Run 1, close-up of the layout:
Window x 51 to 81, y 51 to 81 µm. Cells in grey, sequential cells in the stronger grey; small squares are vias.
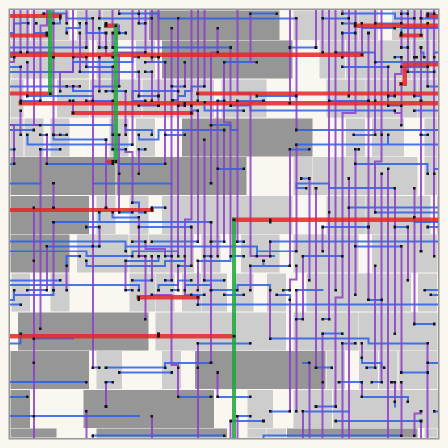
Run 1, wire density map:
(2 px per µm) The die is cut into 26 by 26 equal tiles; dark purple is low, yellow is high, scaled to the fullest tile. Values are wire area over tile area, all layers added.
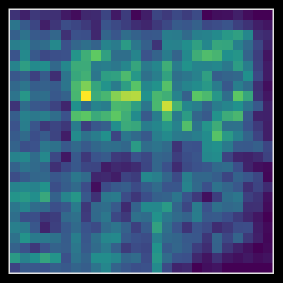
Run 1, signal wires by layer:
(3 px per µm) Two of the layers only.
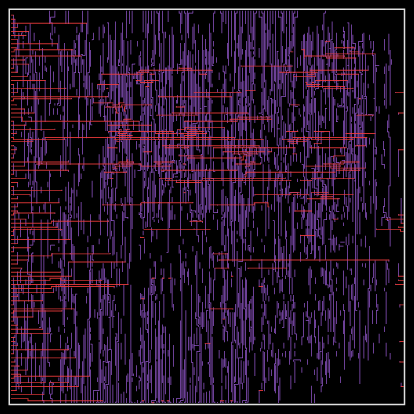
===== config.mk =====
export PLATFORM = sky130hd
export DESIGN_NAME = bit_column_scheduler
export DESIGN_NICKNAME = d
export VERILOG_FILES = /design/src/rtl/bit_column_scheduler.sv
export SDC_FILE = /design/constraint.sdc
export NUM_CORES = 1
export LEC_CHECK = 0
export CORE_UTILIZATION = 53
export CTS_CLUSTER_SIZE = 25
export DETAILED_ROUTE_END_ITERATION = 6
export PLACE_DENSITY_LB_ADDON = 0.05
export SYNTH_ARGS = -nofsm -noshare
export SYNTH_HDL_FRONTEND = slang
export SYNTH_SLANG_ARGS = --single-unit

===== constraint.sdc =====
create_clock -name clk -period 6.5 [get_ports clk]
set_input_delay 1.3 -clock clk [delete_from_list [all_inputs] [get_ports clk]]
set_output_delay 1.3 -clock clk [all_outputs]
set_load 0.02 [all_outputs]

===== src/rtl/bit_column_scheduler.sv =====
// Bit-column scheduler: splits a group of sign-magnitude weights into non-zero
// magnitude bit-columns, one column per beat, with activations and signs held per group.
module bit_column_scheduler #(
  parameter int unsigned LANES   = 8,
  parameter int unsigned MAG_W   = 7,
  parameter int unsigned ACT_W   = 8,
  parameter int unsigned SHIFT_W = 3
) (
  input  logic                        clk,
  input  logic                        rstn,
  input  logic                        in_valid,
  output logic                        in_ready,
  input  logic [LANES*(MAG_W+1)-1:0]  in_weights,
  input  logic [LANES*ACT_W-1:0]      in_acts,
  output logic                        col_valid,
  input  logic                        out_ready,
  output logic [LANES*ACT_W-1:0]      activations,
  output logic [LANES-1:0]            weight_column,
  output logic [LANES-1:0]            weight_sign,
  output logic [SHIFT_W-1:0]          shift_offset,
  output logic                        col_first,
  output logic                        col_last,
  output logic [15:0]                 skip_count
);

  localparam int unsigned WW    = MAG_W + 1;
  localparam int unsigned CNT_W = 16;
  localparam int unsigned PC_W  = SHIFT_W + 1;

  typedef enum logic {IDLE = 1'b0, ISSUE = 1'b1} state_t;

  state_t                   state;
  logic [LANES*MAG_W-1:0]   mags_q;
  logic [MAG_W-1:0]         pending;

  logic [LANES*MAG_W-1:0]   in_mags;
  logic [LANES-1:0]         in_signs;
  logic [MAG_W-1:0]         in_mask;
  logic [MAG_W-1:0]         nxt_pend;
  logic [CNT_W:0]           skip_sum;
  logic                     accept;
  logic                     beat;

  // Index of the lowest set bit; 0 when nothing is set (empty group).
  function automatic logic [SHIFT_W-1:0] low_idx(input logic [MAG_W-1:0] p);
    logic [SHIFT_W-1:0] r;
    r = '0;
    for (int b = int'(MAG_W) - 1; b >= 0; b--) begin
      if (p[b]) r = SHIFT_W'(b);
    end
    return r;
  endfunction

  function automatic logic at_most_one(input logic [MAG_W-1:0] p);
    return (p & (p - MAG_W'(1))) == '0;
  endfunction

  function automatic logic [PC_W-1:0] popcnt(input logic [MAG_W-1:0] p);
    logic [PC_W-1:0] c;
    c = '0;
    for (int b = 0; b < int'(MAG_W); b++) c = c + PC_W'(p[b]);
    return c;
  endfunction

  function automatic logic [LANES-1:0] column(input logic [LANES*MAG_W-1:0] m,
                                              input logic [SHIFT_W-1:0]     off);
    logic [LANES-1:0] c;
    logic [MAG_W-1:0] lm;
    c = '0;
    for (int i = 0; i < int'(LANES); i++) begin
      lm   = m[i*MAG_W +: MAG_W];
      c[i] = lm[off];
    end
    return c;
  endfunction

  // Unpack incoming group and form the non-zero column mask.
  always_comb begin
    in_mags  = '0;
    in_signs = '0;
    in_mask  = '0;
    for (int i = 0; i < int'(LANES); i++) begin
      in_mags[i*MAG_W +: MAG_W] = in_weights[i*WW +: MAG_W];
      in_signs[i]               = in_weights[i*WW + MAG_W];
      in_mask                   = in_mask | in_weights[i*WW +: MAG_W];
    end
    nxt_pend = pending & (pending - MAG_W'(1));
    skip_sum = {1'b0, skip_count} + (CNT_W+1)'(MAG_W) - (CNT_W+1)'(popcnt(in_mask));
    in_ready = (state == IDLE) | ((state == ISSUE) & col_last & out_ready);
    accept   = in_valid & in_ready;
    beat     = col_valid & out_ready;
  end

  // Group FSM; a new group takes priority over retiring the last beat (no bubble).
  always_ff @(posedge clk or negedge rstn) begin
    if (!rstn) begin
      state         <= IDLE;
      mags_q        <= '0;
      pending       <= '0;
      activations   <= '0;
      weight_column <= '0;
      weight_sign   <= '0;
      shift_offset  <= '0;
      col_valid     <= 1'b0;
      col_first     <= 1'b0;
      col_last      <= 1'b0;
      skip_count    <= '0;
    end else if (accept) begin
      state         <= ISSUE;
      mags_q        <= in_mags;
      pending       <= in_mask;
      activations   <= in_acts;
      weight_sign   <= in_signs;
      shift_offset  <= low_idx(in_mask);
      weight_column <= column(in_mags, low_idx(in_mask));
      col_valid     <= 1'b1;
      col_first     <= 1'b1;
      col_last      <= at_most_one(in_mask);
      skip_count    <= skip_sum[CNT_W] ? {CNT_W{1'b1}} : skip_sum[CNT_W-1:0];
    end else if (beat) begin
      col_first <= 1'b0;
      if (col_last) begin
        state     <= IDLE;
        pending   <= '0;
        col_valid <= 1'b0;
        col_last  <= 1'b0;
      end else begin
        pending       <= nxt_pend;
        shift_offset  <= low_idx(nxt_pend);
        weight_column <= column(mags_q, low_idx(nxt_pend));
        col_last      <= at_most_one(nxt_pend);
      end
    end
  end

endmodule


==> impl_metrics.toml, run 1 <==
# synthesis and place-and-route metrics
[run_status]
status = "finished clean"

[global_route]
grt_pass1_vias = 8322
grt_pass1_wl_mm = 42.6
gr-total-overflow = 0
grt_use_total = 0.311

[placement]
dp_hpwl_mm = 18.3
place_congestion = 0.916
place_area_um2 = 11800
port_buffers = 234

[pwr]
vdd_drop_max_mv = 0.406
total_power_mw = 6.56
powerDensity_nw_per_um2 = 527
power_leakage_nw = 6.05

[cts]
clkSinkCount = 165
clkLatencyLatePin_ps = 420
cts.clk_slew.worst_paths_ps = 60
cts_max_level = 4

[layout]
logic_area_um2 = 4300
fillers = 1174
fin_util = 0.772
n_antenna_cell = 0
design_area_um2 = 12400
final_nets = 1498

[critical_path]
reg2reg_to = "skip_count[1]"
rrSetupSlack_ps = 2190
critPathArrivalTime_ps = 6420
crit_start = "in_weights[35]"
path_max_fanout = 8
critPathRequiredTime_ps = 6820
criticalPathCategory = "in2reg"

[die]
io-pin-count = 235
core_um2 = 16100
die_area_um2 = 17200

[timing]
finalHoldViolCount = 0
worstMarginPinSlew_ps = 969
tns_ps = 0
period_needed_ps = 6100

[synthesis]
ys_cells = 1039
ys_types = 57
async_flop_share = 1.00
ys_warn_count = 0
ys_seq_elements = 165
synth_top_cell_by_count = "nand2_1"
ys_chip_area_um2 = 8850
synth.top_cells.by_area = "dfrtp_1 (47%), nand2_1 (17%), ha_1 (6.1%)"

[routing]
num_vias = 8423
post_drt_wl_per_cell_um = 16.8
drcViolationCount = 0
vias_per_cell = 5.45

[flow_run]
max-cap-violations = 0
Notes on 'close-up of the layout' above:
met1 -> blue
met3 -> red
met2 -> purple
met4 -> green
cells with their middle in the window = 77
netlist names of flops here include = mags_q (8)
sequential cells in the window = 10
most frequent = nand2_1 (17), dfrtp_1 (10), inv_1 (8)

Notes on 'wire density map' above:
fullest tile = 0.76
emptiest ninth of the die = south-east
mean over tiles = 0.25

Notes on 'signal wires by layer' above:
met3 -> red  # wire length 2380 µm
met2 -> purple  # wire length 12600 µm

## run 1: worst min-delay path by stage
stage	start	endpoint	slack (ps)	cells after the start
5_1_grt	activations[20]	activations[20]	500	2
2_1_floorplan	mags_q[0]	mags_q[0]	440	2
3_5_place_dp	activations[48]	activations[48]	460	2
3_3_place_gp	mags_q[17]	mags_q[17]	460	2
4_1_cts	activations[48]	activations[48]	480	2
6_report	activations[53]	activations[53]	470	2
## run 1: worst max-delay path, delay by kind of cell
| kind | cells | cell delay, ps |
|---|---|---|
| adders and majority gates | 6 | 1820 |
| buffers and inverters | 7 | 1080 |
| and+or+nand+nor | 6 | 1590 |
| AOI/OAI and AO/OA | 3 | 630 |
## run 1: sequential cells by signal (all words and copies together), names as in the netlist
signal         flops
activations       64
mags_q            56
state              1
skip_count        16
col_last           1
shift_offset       3
weight_column      8
pending            7
col_first          1
weight_sign        8
## run 1: power by group
part / switching (mW) / total (mW) / leakage [nW] / internal, mW
sequential: 0.330 / 1.84 / 1.99 / 1.51
clock: 0.433 / 1.04 / 0.284 / 0.610
combinational: 2.07 / 3.68 / 3.78 / 1.61
## run 1: cell type report
| cell class | instances | area share |
|---|---|---|
| sequential | 165 | 0.332 |
| clock inverter | 13 | 0.0140 |
| timing repair buffer | 311 | 0.235 |
| multi-input combinational | 763 | 0.346 |
| tap | 216 | 0.0217 |
| clock buffer | 18 | 0.0345 |
| inverter | 59 | 0.0178 |
## run 1: what timing repair did
| action | CTS | global route |
|---|---|---|
| gates resized | 0 | 5 |
| endpoints found under the hold margin | 0 | 0 |
| setup endpoints to repair | 16 | 16 |
| pin swaps | 1 | 1 |
| setup buffers | 2 | 0 |
## run 1: cell families after synthesis
kind of cell | share of synthesized area
compound gates | 0.103
mux | 0.0414
simple gates | 0.245
flops | 0.466
buf+inv | 0.0524
fa+ha+maj | 0.0800
xor+xnor | 0.0119
## run 1: per-layer routing
layer / track usage / wire length [µm] / up-vias
met5: 0 / 0 / -
met4: 0.108 / 593 / 0
met3: 0.0814 / 2380 / 46
met2: 0.518 / 12600 / 391
met1: 0.392 / 10300 / 3983
li1: - / - / 4003
## run 1: metrics by stage
| step | setup slack [ps] | hold slack [ps] | instances |
|---|---|---|---|
| 2_1_floorplan | 262 | 445 | 1039 |
| 3_3_place_gp | -691 | 457 | 1512 |
| 3_5_place_dp | -733 | 461 | 1512 |
| 4_1_cts | 186 | 477 | 1545 |
| 5_1_grt | 115 | 496 | 1545 |
| 6_report | 401 | 473 | 1545 |
## run 1: cells in the final DEF (no fill, tap or decap), types with 4 or more instances in the layout
master and instances:
maj3_1 5, dfrtp_1 165, or4_1 10, inv_6 5, and2_1 6, xnor2_1 6
a31oi_1 14, clkbuf_16 17, o22ai_1 5, o21ai_0 29, nor2_1 52, nand3_1 17
nor4_1 7, buf_4 77, a22oi_1 10, o2bb2ai_1 4, nand2_1 394, a211oi_1 5
mux2i_1 34, clkdlybuf4s50_1 233, xor2_1 6, ha_1 43, inv_1 59, fa_1 6
o221ai_1 7, nor3_1 17, a221oi_1 4, a21oi_1 27
Run 1, cell outlines without signal wires:
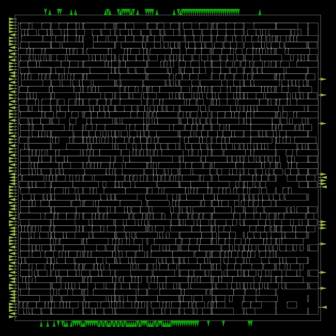

==> inputs of run 2 (changes only) <==
--- a/config.mk
+++ b/config.mk
@@ -5,7 +5,8 @@
 export SDC_FILE = /design/constraint.sdc
 export NUM_CORES = 1
 export LEC_CHECK = 0
-export CORE_UTILIZATION = 53
+export ABC_AREA = 1
+export CORE_UTILIZATION = 54
 export CTS_CLUSTER_SIZE = 25
 export DETAILED_ROUTE_END_ITERATION = 6
 export PLACE_DENSITY_LB_ADDON = 0.05
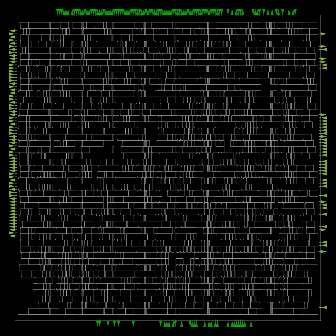
Run 2: cell outlines without signal wires
FP Rows: 47
non-filler instance count after layout: 1704
sequential cell area share: 0.332
Core Region: 16800 µm²
FF+latch count: 165

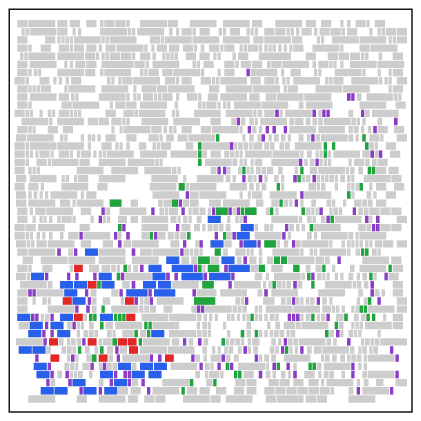
Run 2: gate-type map
(3 px per µm)
NOR gates -> green  # cells 93, most used nor2_1
adder and majority cells -> blue  # cells 49, most used ha_1
XOR/XNOR gates -> red  # cells 14, most used xor2_1, where south-west
inverters -> purple  # cells 166, most used inv_1
logic share of the area: 0.352
Top cell excl fill/tap: nand2_1

==> impl_metrics.toml, run 2 <==
# synthesis and place-and-route metrics
[run_status]
status = "finished clean"

[synthesis]
ys_types = 41
synth_top_cell_by_count = "nand2_1"
ys_seq_elements = 165
async_flop_share = 1.00
ys_warn_count = 0
ys_chip_area_um2 = 9370
synthAdderAreaFrac = 0.0702
mux_share = 0
ys_cells = 1254
synth-simple-area-share = 0.307

[layout]
fin_util = 0.743
lay_top_cells = "nand2_1 (464), clkdlybuf4s50_1 (233), dfrtp_1 (165)"
largest_register = "activations"
reg.largest.list = "activations: 64 flops, mags_q: 56 flops, skip_count: 16 flops"

[timing]
hold_ws_ps = 470
worstMarginPinSlew_ps = 1010
finalHoldViolCount = 0
tns_ps = 0
fin_ws_ps = 687

[pwr]
power_leakage_nw = 6.19
powerDensity_nw_per_um2 = 536
total_power_mw = 6.67

[hold_path]
whs_endpoint = "activations[4]"
worstHoldStart = "activations[4]"

[routing]
num_vias = 8840
vias_per_cell = 5.19
post_drt_wl_per_cell_um = 15.3

[critical_path]
path_max_fanout = 9
criticalPathCategory = "in2reg"
critPathRequiredTime_ps = 6820
critPathArrivalTime_ps = 6130

[placement]
place_ws_ps = 328
port_buffers = 234
dp_hpwl_mm = 18.3
place_inst = 1671
place_area_um2 = 11800

[cts]
clkLatencyLatePin_ps = 430
cts.clk_slew.worst_paths_ps = 70
cts_max_level = 4

[global_route]
grt_pass1_wl_mm = 42.9
gr-total-overflow = 0

[die]
die_area_um2 = 17900

[flow_run]
max-cap-violations = 0
-- run 2: netlist changes by cell type after synthesis, moves of 9 or more --
cell	change
a21oi_1	-13
a31oi_1	-10
clkbuf_1	-9
inv_1	+103
mux2i_1	-34
nand2_1	+69
nand3_1	+89
nand3b_1	+10
nor2_1	+24
nor3_1	-15
o21ai_0	+47
or4_1	-11
-- run 2: where the power goes --
| group | total (mW) | switching (mW) | leakage [nW] | internal (mW) |
|---|---|---|---|---|
| Clock | 1.05 | 0.456 | 0.296 | 0.592 |
| Combinational | 3.85 | 2.34 | 3.90 | 1.52 |
| Sequential | 1.77 | 0.257 | 1.99 | 1.51 |
-- run 2: logic make-up (layout without fill, tap and decap cells) --
| kind of cell | after synthesis | in the layout |
|---|---|---|
| AND/OR/NAND/NOR | 686 | 686 |
| AND-OR/OR-AND | 125 | 125 |
| other | 0 | 1 |
| adder cells (fa/ha/maj) | 49 | 49 |
| buffers and inverters | 215 | 444 |
| XOR/XNOR | 14 | 14 |
| flip-flops | 165 | 165 |
-- run 2: layer usage --
layer / vias up / track usage / share of wire
li1: 4327 / - / -
met1: 4054 / 0.399 / 0.42
met2: 381 / 0.485 / 0.46
met3: 78 / 0.0772 / 0.083
met4: 0 / 0.127 / 0.037
met5: - / 0 / 0
-- run 2: worst max-delay path by stage --
stage	start	to	slack (ps)	cells past startpoint
after floorplan	in_weights[16]	skip_count[5]	1200	23
after global placement	in_weights[22]	skip_count[6]	530	23
after detailed placement	in_weights[22]	skip_count[6]	330	23
after CTS	in_weights[22]	skip_count[6]	720	23
after global routing	in_weights[22]	skip_count[1]	380	23
final	in_weights[54]	skip_count[6]	690	23
-- run 2: cell type report --
| type | instances | area [µm²] |
|---|---|---|
| Clock inverter | 13 | 165 |
| Fill cell | 1353 | 4310 |
| Antenna cell | 1 | 2.50 |
| Inverter | 166 | 623 |
| Multi-Input combinational cell | 874 | 4380 |
| Sequential cell | 165 | 4130 |
| Timing Repair Buffer | 246 | 2430 |
| Clock buffer | 19 | 443 |
| Tap cell | 220 | 275 |
-- run 2: critical path, stage by stage --
cell             delay (ps)
clkdlybuf4s50_1         530
nor2_1                   90
nand4_1                 180
inv_1                   120
fa_1                    360
inv_1                    90
fa_1                    430
fa_1                    360
inv_1                    80
fa_1                    420
ha_1                    250
inv_1                    80
fa_1                    150
inv_1                    50
a21boi_1                220
nand3_1                 100
o21ai_1                 170
nand3b_1                150
nand2_1                 100
xor2_1                  370
nand2_2                 230
o21ai_0                 240
inv_1                    60
Power and IR drop assume default switching activity.
